==> run_1/met1.png <==
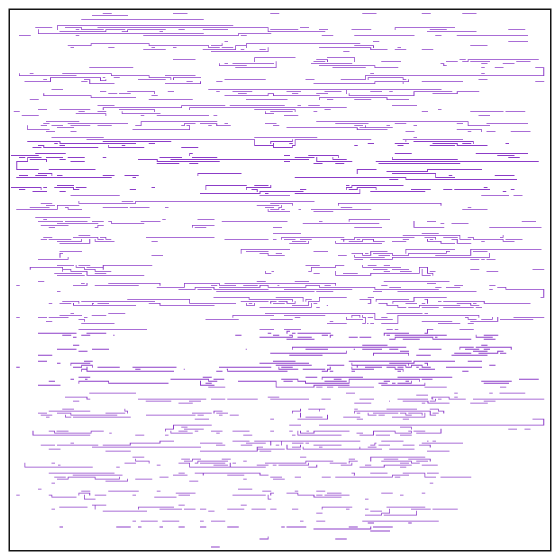
==> run_1/registers.png <==
Other sequential cells in the stronger gray, the rest of the logic in the fainter gray.
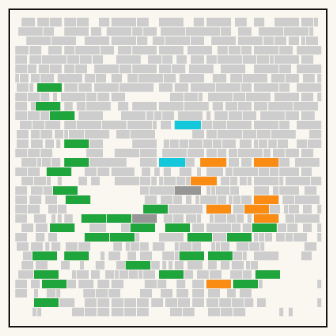
==> run_1/final_placement.png <==
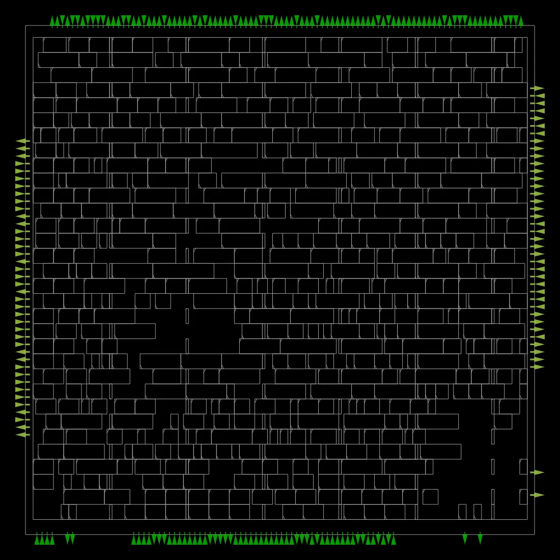
==> run_1/met2.png <==
Cells faint in the background.
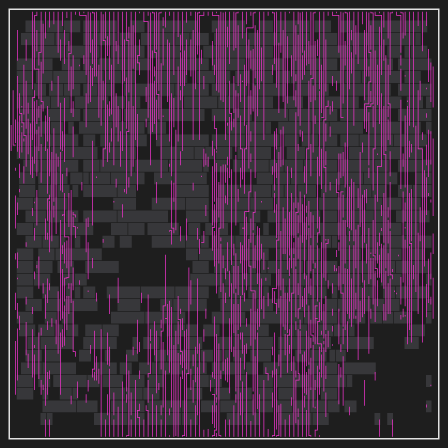
===== src/rtl/axi_pkg.sv =====
// rtl/axi_pkg.sv - shared AXI read constants and arbiter state encoding
package axi_pkg;

    localparam logic [1:0] BURST_INCR = 2'b01;
    localparam logic [2:0] SIZE_WORD  = 3'b010;
    localparam logic [1:0] RESP_OKAY  = 2'b00;

    localparam int ID_ICACHE = 0;
    localparam int ID_DCACHE = 1;

    typedef enum logic [1:0] {
        ST_IDLE = 2'd0,
        ST_ADDR = 2'd1,
        ST_DATA = 2'd2
    } state_t;

endpackage


===== src/rtl/axi_read_arbiter.sv =====
// rtl/axi_read_arbiter.sv - icache/dcache read arbiter, one outstanding AXI read burst
module axi_read_arbiter
    import axi_pkg::*;
#(
    parameter int offset_width = 2,
    parameter int id_width     = 4
) (
    input  logic                clk,
    input  logic                rst,
    input  logic                i_req,
    input  logic [31:0]         i_addr,
    input  logic                i_uncached,
    output logic                i_ack,
    output logic                i_rready,
    output logic [31:0]         i_rdata,
    output logic                i_rlast,
    input  logic                d_req,
    input  logic [31:0]         d_addr,
    input  logic                d_uncached,
    output logic                d_ack,
    output logic                d_rready,
    output logic [31:0]         d_rdata,
    output logic                d_rlast,
    output logic [id_width-1:0] arid,
    output logic [31:0]         araddr,
    output logic [7:0]          arlen,
    output logic [2:0]          arsize,
    output logic [1:0]          arburst,
    output logic                arvalid,
    input  logic                arready,
    input  logic [id_width-1:0] rid,
    input  logic [31:0]         rdata,
    input  logic [1:0]          rresp,
    input  logic                rlast,
    input  logic                rvalid,
    output logic                rready,
    output logic                bus_err
);

    localparam logic [31:0] LINE_MASK = ~((32'd1 << (offset_width + 2)) - 32'd1);
    localparam logic [7:0]  LINE_LEN  = 8'((1 << offset_width) - 1);

    state_t               r_state;
    state_t               w_next;
    logic                 r_owner_d;   // owner of current burst; doubles as round-robin history
    logic [id_width-1:0]  r_arid;
    logic [31:0]          r_araddr;
    logic [7:0]           r_arlen;
    logic [7:0]           r_cnt;
    logic                 w_any_req;
    logic                 w_grant_d;
    logic [31:0]          w_addr;
    logic                 w_unc;
    logic                 w_ar_hs;
    logic                 w_beat;

    assign w_any_req = i_req | d_req;
    assign w_grant_d = d_req & (~i_req | ~r_owner_d);
    assign w_addr    = w_grant_d ? d_addr : i_addr;
    assign w_unc     = w_grant_d ? d_uncached : i_uncached;
    assign w_ar_hs   = (r_state == ST_ADDR) & arready;
    assign w_beat    = (r_state == ST_DATA) & rvalid;

    assign arid    = r_arid;
    assign araddr  = r_araddr;
    assign arlen   = r_arlen;
    assign arsize  = SIZE_WORD;
    assign arburst = BURST_INCR;

    always_ff @(posedge clk) begin
        if (rst) begin
            r_state   <= ST_IDLE;
            r_owner_d <= 1'b0;
            r_arid    <= '0;
            r_araddr  <= '0;
            r_arlen   <= '0;
            r_cnt     <= '0;
        end else begin
            r_state <= w_next;
            if (r_state == ST_IDLE && w_any_req) begin
                r_owner_d <= w_grant_d;
                r_arid    <= w_grant_d ? id_width'(ID_DCACHE) : id_width'(ID_ICACHE);
                r_araddr  <= w_unc ? {w_addr[31:2], 2'b00} : (w_addr & LINE_MASK);
                r_arlen   <= w_unc ? 8'd0 : LINE_LEN;
            end
            if (w_ar_hs) begin
                r_cnt <= '0;
            end else if (w_beat) begin
                r_cnt <= r_cnt + 8'd1;
            end
        end
    end

    always_comb begin
        w_next   = r_state;
        arvalid  = 1'b0;
        rready   = 1'b0;
        i_ack    = 1'b0;
        d_ack    = 1'b0;
        i_rready = 1'b0;
        i_rdata  = '0;
        i_rlast  = 1'b0;
        d_rready = 1'b0;
        d_rdata  = '0;
        d_rlast  = 1'b0;
        bus_err  = 1'b0;
        case (r_state)
            ST_IDLE: begin
                if (w_any_req) begin
                    w_next = ST_ADDR;
                end
            end
            ST_ADDR: begin
                arvalid = 1'b1;
                if (arready) begin
                    w_next = ST_DATA;
                    i_ack  = ~r_owner_d;
                    d_ack  = r_owner_d;
                end
            end
            ST_DATA: begin
                rready = 1'b1;
                if (rvalid) begin
                    if (r_owner_d) begin
                        d_rready = 1'b1;
                        d_rdata  = rdata;
                        d_rlast  = rlast;
                    end else begin
                        i_rready = 1'b1;
                        i_rdata  = rdata;
                        i_rlast  = rlast;
                    end
                    // Data is still forwarded on error; only rlast ends the burst
                    bus_err = (rresp != RESP_OKAY) | (rlast & (r_cnt != r_arlen)) | (rid != r_arid);
                    if (rlast) begin
                        w_next = ST_IDLE;
                    end
                end
            end
            default: w_next = ST_IDLE;
        endcase
    end

endmodule


===== config.mk =====
export PLATFORM = sky130hd
export DESIGN_NAME = axi_read_arbiter
export DESIGN_NICKNAME = d
export VERILOG_FILES = /design/src/rtl/axi_pkg.sv /design/src/rtl/axi_read_arbiter.sv
export SDC_FILE = /design/constraint.sdc
export NUM_CORES = 1
export LEC_CHECK = 0
export CORE_UTILIZATION = 32
export DETAILED_ROUTE_END_ITERATION = 6
export HOLD_SLACK_MARGIN = 0.12
export PLACE_DENSITY = 0.87
export SETUP_SLACK_MARGIN = 0.02
export SLEW_MARGIN = 20
export SYNTH_ARGS = -nofsm -noshare
export SYNTH_HDL_FRONTEND = slang
export SYNTH_SLANG_ARGS = --single-unit
export TNS_END_PERCENT = 50

===== constraint.sdc =====
create_clock -name clk -period 1.85 [get_ports clk]
set_input_delay 0.37 -clock clk [delete_from_list [all_inputs] [get_ports clk]]
set_output_delay 0.37 -clock clk [all_outputs]
set_load 0.05 [all_outputs]

==> impl_table.tex, run 1 <==
% Yosys + OpenROAD metrics
\begin{tabular}{lr}
\hline
Metric & Value \\
\hline
\multicolumn{2}{l}{\textbf{Detailed routing}} \\
\quad DRC violations left & 0 \\
\quad Via count normalized by instance count & 5.04 \\
\quad Drt wl/cell & 19.2 um \\
\multicolumn{2}{l}{\textbf{Power and ir drop}} \\
\quad Sequential power share & 0.327 \\
\quad Leakage power & 2.72 nW \\
\multicolumn{2}{l}{\textbf{Worst setup path}} \\
\quad Worst setup endpoint & bus\_err \\
\quad Cell Chain, Critical Path & or4\_4, o41ai\_2, buf\_4, a21oi\_2, buf\_6 \\
\quad Delay-heaviest family, CP & simple AND/OR/NAND/NOR gates \\
\quad Worst Reg2Reg Path Length in Cells & 6 \\
\multicolumn{2}{l}{\textbf{CTS}} \\
\quad Clock latency reported for the late side of the worst-skew pair & 290 ps \\
\quad Post-CTS Hold Fix Bufs & 0 \\
\quad CTS tree & yes \\
\quad Number of sinks driven by the clock tree & 42 \\
\quad Number of buffers added by the clock tree synthesis step & 5 \\
\quad Clock Tree Buf Depth & 2 \\
\multicolumn{2}{l}{\textbf{Final layout}} \\
\quad Final-stage net count & 646 \\
\quad Area overhead of the layout relative to synthesis & 139\% \\
\quad Diodes inserted & 0 \\
\quad Commonest cells after routing, fill and taps aside & sky130\_fd\_sc\_hd\_\_clkdlybuf4s50\_1, sky130\_fd\_sc\_hd\_\_buf\_12, sky130\_fd\_sc\_hd\_\_buf\_4 \\
\quad Area of the multi-input gates & 1810 sq um \\
\multicolumn{2}{l}{\textbf{STA}} \\
\quad Setup violation total in the final timing report & 71 \\
\quad Share of the cycle needed by the critical path after routing & 1.14 \\
\quad Max frequency & 0.472 GHz \\
\quad Min setup slack post-route & -267 ps \\
\multicolumn{2}{l}{\textbf{Yosys}} \\
\quad Synth cell types & 33 \\
\quad Fraction of post-synthesis cell area in the top cell type by area & 0.325 \\
\quad Cell area after synthesis & 2590 sq um \\
\quad Synthesized area per cell & 8.46 sq um \\
\quad Top area cell types & sky130\_fd\_sc\_hd\_\_dfxtp\_1, sky130\_fd\_sc\_hd\_\_mux2i\_1, sky130\_fd\_sc\_hd\_\_and3\_1 \\
\quad Most used standard cell by instance count after synthesis & sky130\_fd\_sc\_hd\_\_dfxtp\_1 \\
\quad Share of the yosys chip area belonging to registers & 0.325 \\
\multicolumn{2}{l}{\textbf{Hold path}} \\
\quad Worst hold path stage count & 2 \\
\multicolumn{2}{l}{\textbf{Floorplan}} \\
\quad Number of tapcells & 102 \\
\multicolumn{2}{l}{\textbf{Global routing}} \\
\quad Number of global-route vias before repair & 3,510 \\
\quad Global-route wire length before repair & 18,700 um \\
\quad GRT Total Usage & 0.289 \\
\multicolumn{2}{l}{\textbf{Placed design}} \\
\quad HPWL after DPL & 8240 um \\
\quad Post-detailed-placement cell area & 5610 sq um \\
\multicolumn{2}{l}{\textbf{Run status}} \\
\quad Failing checks & negative setup slack \\
\quad Status & complete, but fails checks \\
\hline
\end{tabular}
Notes on met1.png above:
The layer holds 35% of the routed length. The layer carries 4,230 um of wire. The wires run mostly horizontal. The longest straight run is 39.6 um.
Detailed Route WL: 12,200 um
total number of vias: 3,206
Global Route met1 Usage: 0.285

Notes on registers.png above:
Key: green = araddr [flops 30]; orange = r_cnt [flops 8, where east]; cyan = r_state [flops 2]
sequential-cell power consumption: 1.05 mW
sequential cell area share: 0.137
storage element area: 847 sq um

Notes on final_placement.png above:
Final Util: 0.795
std cell rows: 32
Filler cells: 443
filler-free cell count of the finished design: 636

Notes on met2.png above:
The longest straight run is 51.0 um. The wires run mostly vertical. The layer holds 54% of the routed length. The layer carries 6,630 um of wire. 585 nets have wire on it.
met2 Usage GRT: 0.549

## run 1: power by group through the flow
stage	clock network (mW)	logic, mW	registers [mW]
global route	0.805	1.46	1.06
global placement	0	1.30	1.06
floorplan	0	0.504	1.33
CTS	0.747	1.40	1.04
finish	0.746	1.40	1.05
detailed placement	0	1.33	1.06
## run 1: stage by stage
| stage | instances | util | setup slack [ps] | setup TNS (ps) |
|---|---|---|---|---|
| after floorplan | 320 | - | 10.5 | 0 |
| final | 636 | 0.795 | -267 | -9680 |
| after CTS | 639 | 0.800 | -235 | -9520 |
| after global placement | 617 | 0.722 | -269 | -8500 |
| after global routing | 636 | 0.795 | -301 | -12980 |
| after detailed placement | 617 | 0.722 | -358 | -10960 |
## run 1: logic make-up (layout without fill, tap and decap cells)
logic type	after synthesis	count (layout)	share of synthesized area
other	2	16	0.00290
xor gates and xnor gates	8	8	0.0271
and+or+nand+nor	139	139	0.291
adders and majority gates	1	1	0.00483
AOI/OAI and AO/OA	39	39	0.115
muxes	31	31	0.120
DFF	42	42	0.325
buffers and inverters	44	258	0.115
## run 1: metal layers
layer	up-vias	global-route usage	part of all wire
met1	1498	0.285	0.35
met2	153	0.549	0.54
met3	50	0.0672	0.056
li1	1505	-	-
met4	0	0.161	0.052
met5	-	0	0
## run 1: sequential cells by signal (all words and copies together) (netlist names)
signal / flops
araddr: 30
r_cnt: 8
r_state: 2
arlen: 1
r_owner_d: 1
## run 1: repair_timing
action                                 CTS  global route
cloned                                   5             0
pin swaps                               34             3
resized                                 85            10
endpoints found under the hold margin    0             0
buffers inserted                        10             0
setup endpoints to repair               69            78
==> inputs of run 2 (changes only) <==
--- a/config.mk
+++ b/config.mk
@@ -10,7 +10,6 @@
 export HOLD_SLACK_MARGIN = 0.12
 export PLACE_DENSITY = 0.87
 export SETUP_SLACK_MARGIN = 0.02
-export SLEW_MARGIN = 20
 export SYNTH_ARGS = -nofsm -noshare
 export SYNTH_HDL_FRONTEND = slang
 export SYNTH_SLANG_ARGS = --single-unit
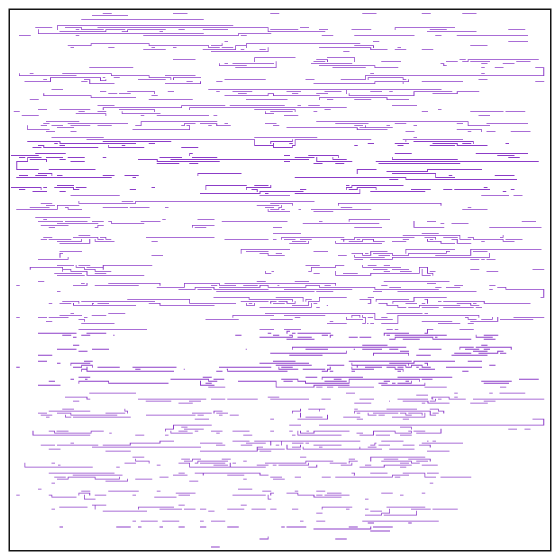
(run_2/met1.png)
520 nets have wire on it. The layer carries 4,230 um of wire. The wires run mostly horizontal. The longest straight run is 39.6 um.

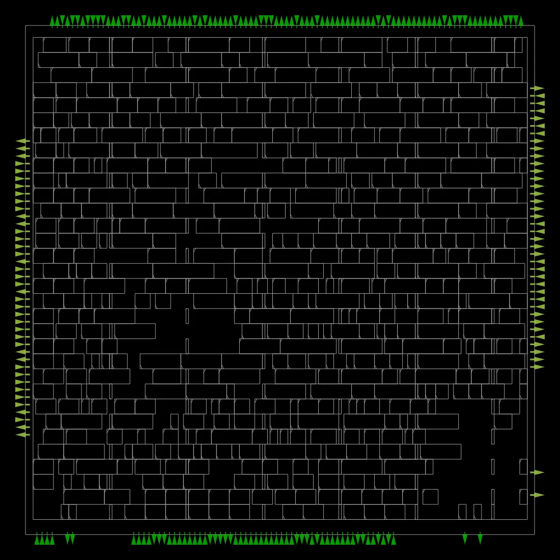
(run_2/final_placement.png)
Seq cells: 42
core outline area: 7770 sq um

==> run 2 against run 1 <==
Combinational power about the same. Worst setup slack unchanged. Sequential power about the same. The flow still finishes with violations (negative setup slack). First-iteration DRC count stayed put. Synthesized cell count stayed put. Critical path depth stayed put. Total power stayed put. Register-to-register slack about the same. Non-clock buffer count stayed put. Cell count unchanged.
==> impl_table.tex, run 2 <==
% Yosys + OpenROAD metrics
\begin{tabular}{lr}
\hline
Metric & Value \\
\hline
\multicolumn{2}{l}{\textbf{STA}} \\
\quad Max frequency & 0.472 GHz (unchanged) \\
\quad Share of the cycle needed by the critical path after routing & 1.14 (unchanged) \\
\quad Setup violation total in the final timing report & 71 (unchanged) \\
\quad Min setup slack post-route & -267 ps (unchanged) \\
\multicolumn{2}{l}{\textbf{Final layout}} \\
\quad Storage element area & 847 sq um (unchanged) \\
\quad Filler cells & 443 (unchanged) \\
\quad Area of the multi-input gates & 1810 sq um (unchanged) \\
\quad Flip-flop count of the largest register, all copies and words added & 30 (unchanged) \\
\quad Commonest cells after routing, fill and taps aside & sky130\_fd\_sc\_hd\_\_clkdlybuf4s50\_1, sky130\_fd\_sc\_hd\_\_buf\_12, sky130\_fd\_sc\_hd\_\_buf\_4 (unchanged) \\
\multicolumn{2}{l}{\textbf{Run status}} \\
\quad Failing checks & negative setup slack (unchanged) \\
\quad Status & complete, but fails checks (unchanged) \\
\multicolumn{2}{l}{\textbf{Placed design}} \\
\quad Cell Count Post-Placement & 617 (unchanged) \\
\quad HPWL after DPL & 8240 um (unchanged) \\
\multicolumn{2}{l}{\textbf{Detailed routing}} \\
\quad Drt wl/cell & 19.2 um (unchanged) \\
\quad Detailed Route WL & 12,200 um (unchanged) \\
\multicolumn{2}{l}{\textbf{CTS}} \\
\quad Number of sinks driven by the clock tree & 42 (unchanged) \\
\quad Clock Tree Buf Depth & 2 (unchanged) \\
\multicolumn{2}{l}{\textbf{Yosys}} \\
\quad Synth cell types & 33 (unchanged) \\
\quad Most used standard cell by instance count after synthesis & sky130\_fd\_sc\_hd\_\_dfxtp\_1 (unchanged) \\
\quad Fraction of post-synthesis cell area in the top cell type by area & 0.325 (unchanged) \\
\quad Top area cell types & sky130\_fd\_sc\_hd\_\_dfxtp\_1, sky130\_fd\_sc\_hd\_\_mux2i\_1, sky130\_fd\_sc\_hd\_\_and3\_1 (unchanged) \\
\multicolumn{2}{l}{\textbf{Global routing}} \\
\quad Global Route met1 Usage & 0.285 (unchanged) \\
\quad Global-route wire length before repair & 18,700 um (unchanged) \\
\quad Met2 Usage GRT & 0.549 (unchanged) \\
\multicolumn{2}{l}{\textbf{Power and ir drop}} \\
\quad Leakage power & 2.72 nW (unchanged) \\
\multicolumn{2}{l}{\textbf{Floorplan}} \\
\quad Std cell rows & 32 (unchanged) \\
\multicolumn{2}{l}{\textbf{Hold path}} \\
\quad Worst hold path stage count & 2 (unchanged) \\
\multicolumn{2}{l}{\textbf{Worst setup path}} \\
\quad Delay-heaviest family, CP & simple AND/OR/NAND/NOR gates (unchanged) \\
\quad Worst Reg2Reg Path Length in Cells & 6 (unchanged) \\
\hline
\end{tabular}
-- run 2: cell counts in the layout (fill, tap and decap cells not counted) --
Identical to the previous run, type by type.
-- run 2: final timing paths --
kind | to | start
setup / recovery | bus_err | r_cnt[4]
hold reg to reg | araddr[27] | araddr[27]
hold / removal | araddr[27] | araddr[27]
setup reg to reg | araddr[4] | r_owner_d
-- run 2: layout make-up --
cell class | instances | area share
Multi-Input combinational cell | 234 | 0.293
Clock buffer | 6 | 0.0134
Sequential cell | 42 | 0.137
Timing Repair Buffer | 251 | 0.531
Clock inverter | 1 | 0.00487
Tap cell | 102 | 0.0207
-- run 2: timing repair --
item	in CTS	in global routing
gates cloned	5	0
pin swaps	34	3
resized	85	10
setup endpoints to repair	69	78
buffers inserted	10	0
-- run 2: metal layers --
metal / share of wire / vias up
met1: 0.35 / 1498
met5: 0 / -
met3: 0.056 / 50
li1: - / 1505
met2: 0.54 / 153
met4: 0.052 / 0
-- run 2: cell families after synthesis --
family | Yosys count | share of synthesized area
and+or+nand+nor | 139 | 0.291
AOI/OAI and AO/OA | 39 | 0.115
buffers and inverters | 44 | 0.115
adders and majority gates | 1 | 0.00483
xor gates and xnor gates | 8 | 0.0271
other | 2 | 0.00290
muxes | 31 | 0.120
DFF | 42 | 0.325
-- run 2: per-stage QoR --
step	instance area, sq um	utilization	setup slack, ps
floorplan	2720	-	10.5
global placement	5610	0.722	-269
detailed placement	5610	0.722	-358
CTS	6210	0.800	-235
global route	6170	0.795	-301
finish	6170	0.795	-267
-- run 2: power groups by stage --
stage	registers (mW)	clock network (mW)	logic, mW
finish	1.05	0.746	1.40
global route	1.06	0.805	1.46
CTS	1.04	0.747	1.40
detailed placement	1.06	0	1.33
global placement	1.06	0	1.30
floorplan	1.33	0	0.504
No activity file was given, so power comes from the tool's default toggle rates.
